Figure 1. Cell sizes after repair (run 1).
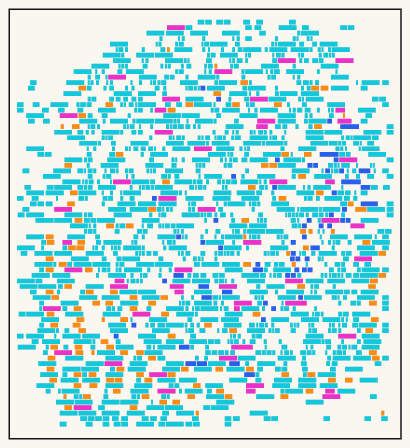
Figure 2. Cell density map (run 1).
The die is cut into 19 by 21 equal tiles; white is low, dark blue is high, 0 to 100% covered.
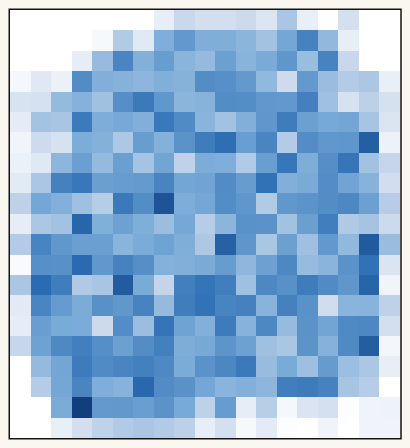
Figure 3. Placement view (run 1).
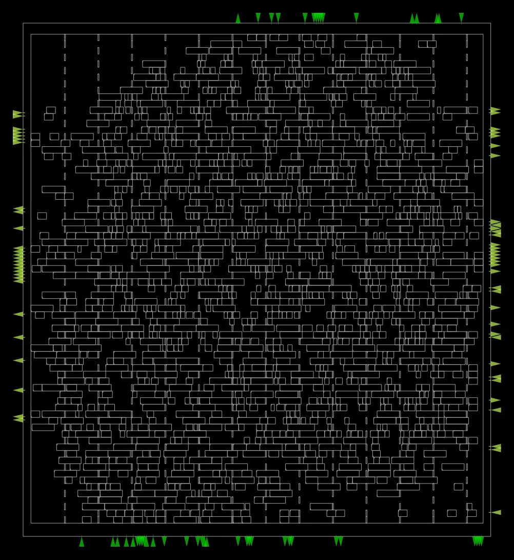
[src/rtl/tpu_pkg.sv]
// Shared constants and feeder state encoding for the systolic array front end.
// Optional double-buffered operand storage is enabled with FEEDER_DBLBUF_EN.
package tpu_pkg;

    localparam int DATA_WIDTH = 8;
    localparam int ACC_WIDTH  = 32;
    localparam int N          = 4;

    typedef enum logic [1:0] {
        ST_IDLE = 2'd0,
        ST_FEED = 2'd1,
        ST_DONE = 2'd2
    } feeder_state_e;

endpackage

[src/rtl/feeder_bank.sv]
// NxN operand register file: one full-row write port, every element readable.
// Contents are cleared by reset and otherwise held until overwritten.
module feeder_bank #(
    parameter int DATA_WIDTH = tpu_pkg::DATA_WIDTH,
    parameter int N          = tpu_pkg::N
) (
    input  logic                                  clk,
    input  logic                                  rst_n,
    input  logic                                  wr_en,
    input  logic [1:0]                            wr_row,
    input  logic [DATA_WIDTH*N-1:0]               wr_data,
    output logic [N-1:0][N-1:0][DATA_WIDTH-1:0]   rd_data
);

    logic [N-1:0][N-1:0][DATA_WIDTH-1:0] mem_q, mem_d;

    always_comb begin
        mem_d = mem_q;
        if (wr_en) begin
            mem_d[wr_row] = wr_data;
        end
    end

    always_ff @(posedge clk or negedge rst_n) begin
        if (!rst_n) begin
            mem_q <= '0;
        end else begin
            mem_q <= mem_d;
        end
    end

    assign rd_data = mem_q;

endmodule

[src/rtl/systolic_feeder.sv]
// Skewed A/B operand feeder for an NxN output-stationary systolic array.
// Define FEEDER_DBLBUF_EN for a shadow bank that can be loaded during a feed.
module systolic_feeder #(
    parameter int DATA_WIDTH = tpu_pkg::DATA_WIDTH,
    parameter int N          = tpu_pkg::N
) (
    input  logic                    clk,
    input  logic                    rst_n,
    input  logic                    ld_valid,
    output logic                    ld_ready,
    input  logic                    ld_sel,
    input  logic [1:0]              ld_row,
    input  logic [DATA_WIDTH*N-1:0] ld_data,
    input  logic                    start,
    output logic                    busy,
    output logic                    done,
    output logic [DATA_WIDTH*N-1:0] a_out,
    output logic [DATA_WIDTH*N-1:0] b_out,
    output logic                    we_out
);

    localparam int TW = $clog2(3 * N);
    localparam logic [TW-1:0] T_LAST = TW'(3 * N - 3);

    typedef logic [N-1:0][N-1:0][DATA_WIDTH-1:0] mat_t;
    typedef logic [N-1:0][DATA_WIDTH-1:0]        vec_t;

    tpu_pkg::feeder_state_e state_q, state_d;
    logic [TW-1:0] t_q, t_d;
    vec_t a_out_q, a_out_d;
    vec_t b_out_q, b_out_d;
    logic we_q, we_d;
    logic busy_q, busy_d;
    logic done_q, done_d;

    logic ld_fire, start_ok, byp;
    logic wr_a, wr_b;
    mat_t a_mem, b_mem, a_rd, b_rd;

    assign start_ok = start && (state_q == tpu_pkg::ST_IDLE);
    assign ld_fire  = ld_valid && ld_ready;
    assign wr_a     = ld_fire && !ld_sel;
    assign wr_b     = ld_fire && ld_sel;

`ifdef FEEDER_DBLBUF_EN
    logic act_q, act_d;
    mat_t a_m0, a_m1, b_m0, b_m1;

    assign ld_ready = 1'b1;
    assign act_d    = act_q ^ start_ok;
    // Loads hit the shadow bank; only at a swap does it become the read bank.
    assign byp      = start_ok;

    feeder_bank #(.DATA_WIDTH(DATA_WIDTH), .N(N)) u_a0 (
        .clk(clk), .rst_n(rst_n), .wr_en(wr_a && act_q),
        .wr_row(ld_row), .wr_data(ld_data), .rd_data(a_m0)
    );
    feeder_bank #(.DATA_WIDTH(DATA_WIDTH), .N(N)) u_a1 (
        .clk(clk), .rst_n(rst_n), .wr_en(wr_a && !act_q),
        .wr_row(ld_row), .wr_data(ld_data), .rd_data(a_m1)
    );
    feeder_bank #(.DATA_WIDTH(DATA_WIDTH), .N(N)) u_b0 (
        .clk(clk), .rst_n(rst_n), .wr_en(wr_b && act_q),
        .wr_row(ld_row), .wr_data(ld_data), .rd_data(b_m0)
    );
    feeder_bank #(.DATA_WIDTH(DATA_WIDTH), .N(N)) u_b1 (
        .clk(clk), .rst_n(rst_n), .wr_en(wr_b && !act_q),
        .wr_row(ld_row), .wr_data(ld_data), .rd_data(b_m1)
    );

    assign a_mem = act_d ? a_m1 : a_m0;
    assign b_mem = act_d ? b_m1 : b_m0;

    always_ff @(posedge clk or negedge rst_n) begin
        if (!rst_n) begin
            act_q <= 1'b0;
        end else begin
            act_q <= act_d;
        end
    end
`else
    assign ld_ready = (state_q == tpu_pkg::ST_IDLE);
    assign byp      = 1'b1;

    feeder_bank #(.DATA_WIDTH(DATA_WIDTH), .N(N)) u_a (
        .clk(clk), .rst_n(rst_n), .wr_en(wr_a),
        .wr_row(ld_row), .wr_data(ld_data), .rd_data(a_mem)
    );
    feeder_bank #(.DATA_WIDTH(DATA_WIDTH), .N(N)) u_b (
        .clk(clk), .rst_n(rst_n), .wr_en(wr_b),
        .wr_row(ld_row), .wr_data(ld_data), .rd_data(b_mem)
    );
`endif

    // A row written on the start edge must already be visible to step 0.
    always_comb begin
        a_rd = a_mem;
        b_rd = b_mem;
        for (int r = 0; r < N; r++) begin
            if (byp && ld_row == 2'(r)) begin
                if (wr_a) a_rd[r] = ld_data;
                if (wr_b) b_rd[r] = ld_data;
            end
        end
    end

    always_comb begin
        state_d = state_q;
        t_d     = t_q;
        unique case (state_q)
            tpu_pkg::ST_IDLE: begin
                if (start_ok) begin
                    state_d = tpu_pkg::ST_FEED;
                    t_d     = '0;
                end
            end
            tpu_pkg::ST_FEED: begin
                if (t_q == T_LAST) begin
                    state_d = tpu_pkg::ST_DONE;
                    t_d     = '0;
                end else begin
                    t_d = t_q + 1'b1;
                end
            end
            tpu_pkg::ST_DONE: begin
                state_d = tpu_pkg::ST_IDLE;
            end
            default: begin
                state_d = tpu_pkg::ST_IDLE;
                t_d     = '0;
            end
        endcase
    end

    // Element [i][k] of A and [i][k] of B both enter the array at step i+k.
    always_comb begin
        a_out_d = '0;
        b_out_d = '0;
        we_d    = (state_d == tpu_pkg::ST_FEED);
        busy_d  = (state_d != tpu_pkg::ST_IDLE);
        done_d  = (state_d == tpu_pkg::ST_DONE);
        if (we_d) begin
            for (int i = 0; i < N; i++) begin
                for (int k = 0; k < N; k++) begin
                    if (t_d == TW'(i + k)) begin
                        a_out_d[i] = a_rd[i][k];
                        b_out_d[k] = b_rd[i][k];
                    end
                end
            end
        end
    end

    always_ff @(posedge clk or negedge rst_n) begin
        if (!rst_n) begin
            state_q <= tpu_pkg::ST_IDLE;
            t_q     <= '0;
            a_out_q <= '0;
            b_out_q <= '0;
            we_q    <= 1'b0;
            busy_q  <= 1'b0;
            done_q  <= 1'b0;
        end else begin
            state_q <= state_d;
            t_q     <= t_d;
            a_out_q <= a_out_d;
            b_out_q <= b_out_d;
            we_q    <= we_d;
            busy_q  <= busy_d;
            done_q  <= done_d;
        end
    end

    assign a_out  = a_out_q;
    assign b_out  = b_out_q;
    assign we_out = we_q;
    assign busy   = busy_q;
    assign done   = done_q;

endmodule

[config.mk]
export PLATFORM = sky130hd
export DESIGN_NAME = systolic_feeder
export DESIGN_NICKNAME = d
export VERILOG_FILES = /design/src/rtl/tpu_pkg.sv /design/src/rtl/feeder_bank.sv /design/src/rtl/systolic_feeder.sv
export SDC_FILE = /design/constraint.sdc
export NUM_CORES = 1
export LEC_CHECK = 0
export CAP_MARGIN = 20
export CORE_ASPECT_RATIO = 1.1
export CORE_MARGIN = 3
export CORE_UTILIZATION = 40
export DETAILED_ROUTE_END_ITERATION = 6
export PLACE_DENSITY = 0.55
export RECOVER_POWER = 50
export SKIP_CTS_REPAIR_TIMING = 1
export SLEW_MARGIN = 20
export SYNTH_ARGS = -nofsm -noshare
export SYNTH_HDL_FRONTEND = slang
export SYNTH_SLANG_ARGS = --single-unit
[constraint.sdc]
create_clock -name clk -period 4.3 [get_ports clk]
set_input_delay 0.645 -clock clk [delete_from_list [all_inputs] [get_ports clk]]
set_output_delay 0.645 -clock clk [all_outputs]
set_load 0.1 [all_outputs]
==> run summary, run 1 <==
outcome: complete, but fails checks
failing checks: capacitance limit, slew limit
number of DRC markers in iteration 0: 1393
placed cell area: 16800 µm²
hold_sp: u_b.rd_data[85]
R2R depth: 7
WL final: 54700 µm
number of max-cap violations: 3
grt peak-use layer: met2
Synthesized registers: 329
Top cell excl fill/tap: dfrtp_1
inverter count: 5
area of the mapped netlist: 15300 µm²
Critical Path Sink Type: flop
ant diodes: 0
met2 GRT Util: 41.3%
Cell Type Count: 52
Clock Power Share: 21.6%
P_sw: 6.32 mW
Synth Instances: 1431
HP Class: reg -> reg
met1 WL: 23400 µm
area leader, netlist: dfrtp_1
Combinational Gates: 946
asr flop ratio synth: 100%
Min-Delay Path Depth: 2
Post-synth mux share: 9.65%
ClkCell Share: 6.62%
area occupied by registers: 8230 µm²
tool warning count: 27
Worst setup SP type: input port
Req. time, crit path: 4.73 ns
Post-Synth Adder-Cell Area: 0.163%
XORs/XNORs by Area: 0%
R2R Path End: b_out[30]
Worst Hold End: u_b.rd_data[85]
Max Transition Viols Final: 142
clock skew: 0.0194 ns
Remaining DRCs: 0
Top Layer Used: met4
comb pwr: 6.76 mW
top power group: combinational logic
initial antenna violation count: 1
Int Power: 8.25 mW
## Picture notes: Figure 1
legend:
  drive 6 and up:
    color: magenta
    cells: 52
  drive 1 or less:
    color: cyan
    cells: 1256
  drive 2:
    color: orange
    cells: 134
  drive 3 to 4:
    color: blue
    cells: 61
buffers outside the clock class: 158
Finished Cell Area: 18000 µm²
area grow syn2layout: 17.2%
min setup slack post-route: 0.593 ns

## Picture notes: Figure 2
tiles over 75% full: 3.0%
nearly empty tiles: 8.0%
emptiest ninth of the die: top left
mean over tiles: 43%
core area: 37500 µm²
Core Util, Final: 47.9%

## Picture notes: Figure 3
sequential share of cell area: 45.8%
fill count: 3460
Finished Layout Cells: 1997
flop count: 329
tapcell count: 494

==> run 2, diff against run 1 <==
- SETUP_SLACK_MARGIN: default -> 0.3
Figure 4. Pin placement (run 2).
The bar under the picture is 50 µm long. Pins as bars across the die edge, other pins in gray.
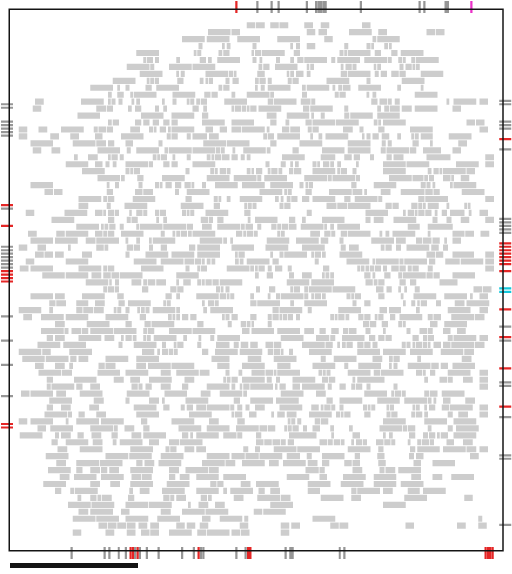
legend:
  `clk`:
    color: magenta
    pins: 1
    direction: input
    edge: top
  `ld_row`:
    color: cyan
    pins: 2
    direction: input
    edge: right
  `b_out`:
    color: red
    pins: 32
    direction: output
    edge: 13 right, 10 bottom, 8 left, 1 top
chip height: 211 µm
number of I/O port buffers: 106
Die X: 193 µm

==> run 2 against run 1 <==
The flow still finishes with violations (capacitance limit, slew limit); cell count unchanged; non-clock buffer count unchanged; core utilization unchanged; final area unchanged; flip-flop count unchanged; count of clock-buffer cells in the layout unchanged; worst setup slack unchanged; hold slack unchanged; fmax unchanged; via count unchanged; register-to-register slack about the same; clock power about the same; critical path type unchanged; critical endpoint unchanged; largest cell class unchanged; largest power group unchanged.
==> run summary, run 2 <==
row count: 74
Vias per Instance: 6.48
WL final: 54700 µm (unchanged)
initial antenna violation count: 1 (unchanged)
failing checks: capacitance limit, slew limit
CTS Root Cell: clkbuf_16
R2R depth: 7 (unchanged)
Critical Path Sink Type: flop
Finished Cell Area: 18000 µm² (unchanged)
dpl ws: 0.835 ns
met2 GRT Util: 41.3% (unchanged)
ant diodes: 0 (unchanged)
Top Ports: 107
number of max-cap violations: 3 (unchanged)
logic area: 6450 µm²
HP Class: reg -> reg
CLK BUF: 55
top-area cell type share of the netlist area: 53.7%
Finished Layout Cells: 1997 (unchanged)
Leak: 7.83 nW
area occupied by registers: 8230 µm² (unchanged)
Worst setup SP type: input port
Final setup viols: 0
Int Power: 8.25 mW (unchanged)
grt total ovfl: 0
fmax: 0.270 GHz
area leader, netlist: dfrtp_1
P_sw: 6.32 mW (unchanged)
Top Layer Used: met4
Worst Hold End: u_b.rd_data[85]
inverter count: 5 (unchanged)
Synthesized registers: 329 (unchanged)
asr flop ratio synth: 100% (unchanged)
Core Util, Final: 47.9% (unchanged)
Top cell excl fill/tap: dfrtp_1
Slew @ Worst Pin: 2.18 ns
Cell Type Count: 52 (unchanged)
XORs/XNORs by Area: 0% (unchanged)
buffers outside the clock class: 158 (unchanged)
Max Transition Viols Final: 142 (unchanged)
hold_sp: u_b.rd_data[85]
met3 GRT Util: 5.12%
grt peak-use layer: met2
comb pwr: 6.76 mW (about the same)
clock skew: 0.0194 ns (unchanged)
met1 WL: 23400 µm (unchanged)
min setup slack post-route: 0.593 ns (unchanged)
Flop pwr share: 32.0%
tool warning count: 27 (unchanged)
Combinational Gates: 946 (unchanged)
via count: 12.9k
Req. time, crit path: 4.73 ns (about the same)
fill count: 3460 (unchanged)
placed cell area: 16800 µm² (unchanged)
Final Power: 14.6 mW
Clock Power Share: 21.6% (about the same)
ao+oa area frac: 20.4%
outcome: complete, but fails checks
Remaining DRCs: 0 (unchanged)
H-tree level count: 2
Tot GR Track Use: 26.8%
CTS sink cnt: 329
number of nets in the layout: 1518
sequential share of cell area: 45.8% (unchanged)
Post-Synth Adder-Cell Area: 0.163% (unchanged)
ClkCell Share: 6.62% (unchanged)
area of the mapped netlist: 15300 µm² (unchanged)
most frequent cells in the layout: dfrtp_1, a22oi_1, nand2_1, nand3_1, o21ai_0
layout cells sized above 1: 16.4%
R2R Path End: b_out[30]
flop count: 329 (unchanged)
Min-Delay Path Depth: 2 (unchanged)
CP Launch Point: ld_valid
Reg clk slew, reported paths: 0.06 ns
Synth Instances: 1431 (unchanged)
number of global-route vias before repair: 12.7k
clock network power: 3.15 mW
core area: 37500 µm² (unchanged)
Post-synth mux share: 9.65% (unchanged)
top power group: combinational logic
Yosys top cell by instances: dfrtp_1
number of DRC markers in iteration 0: 1393 (unchanged)
tapcell count: 494 (unchanged)
area grow syn2layout: 17.2% (unchanged)
Power is estimated from default activity; no workload was simulated.
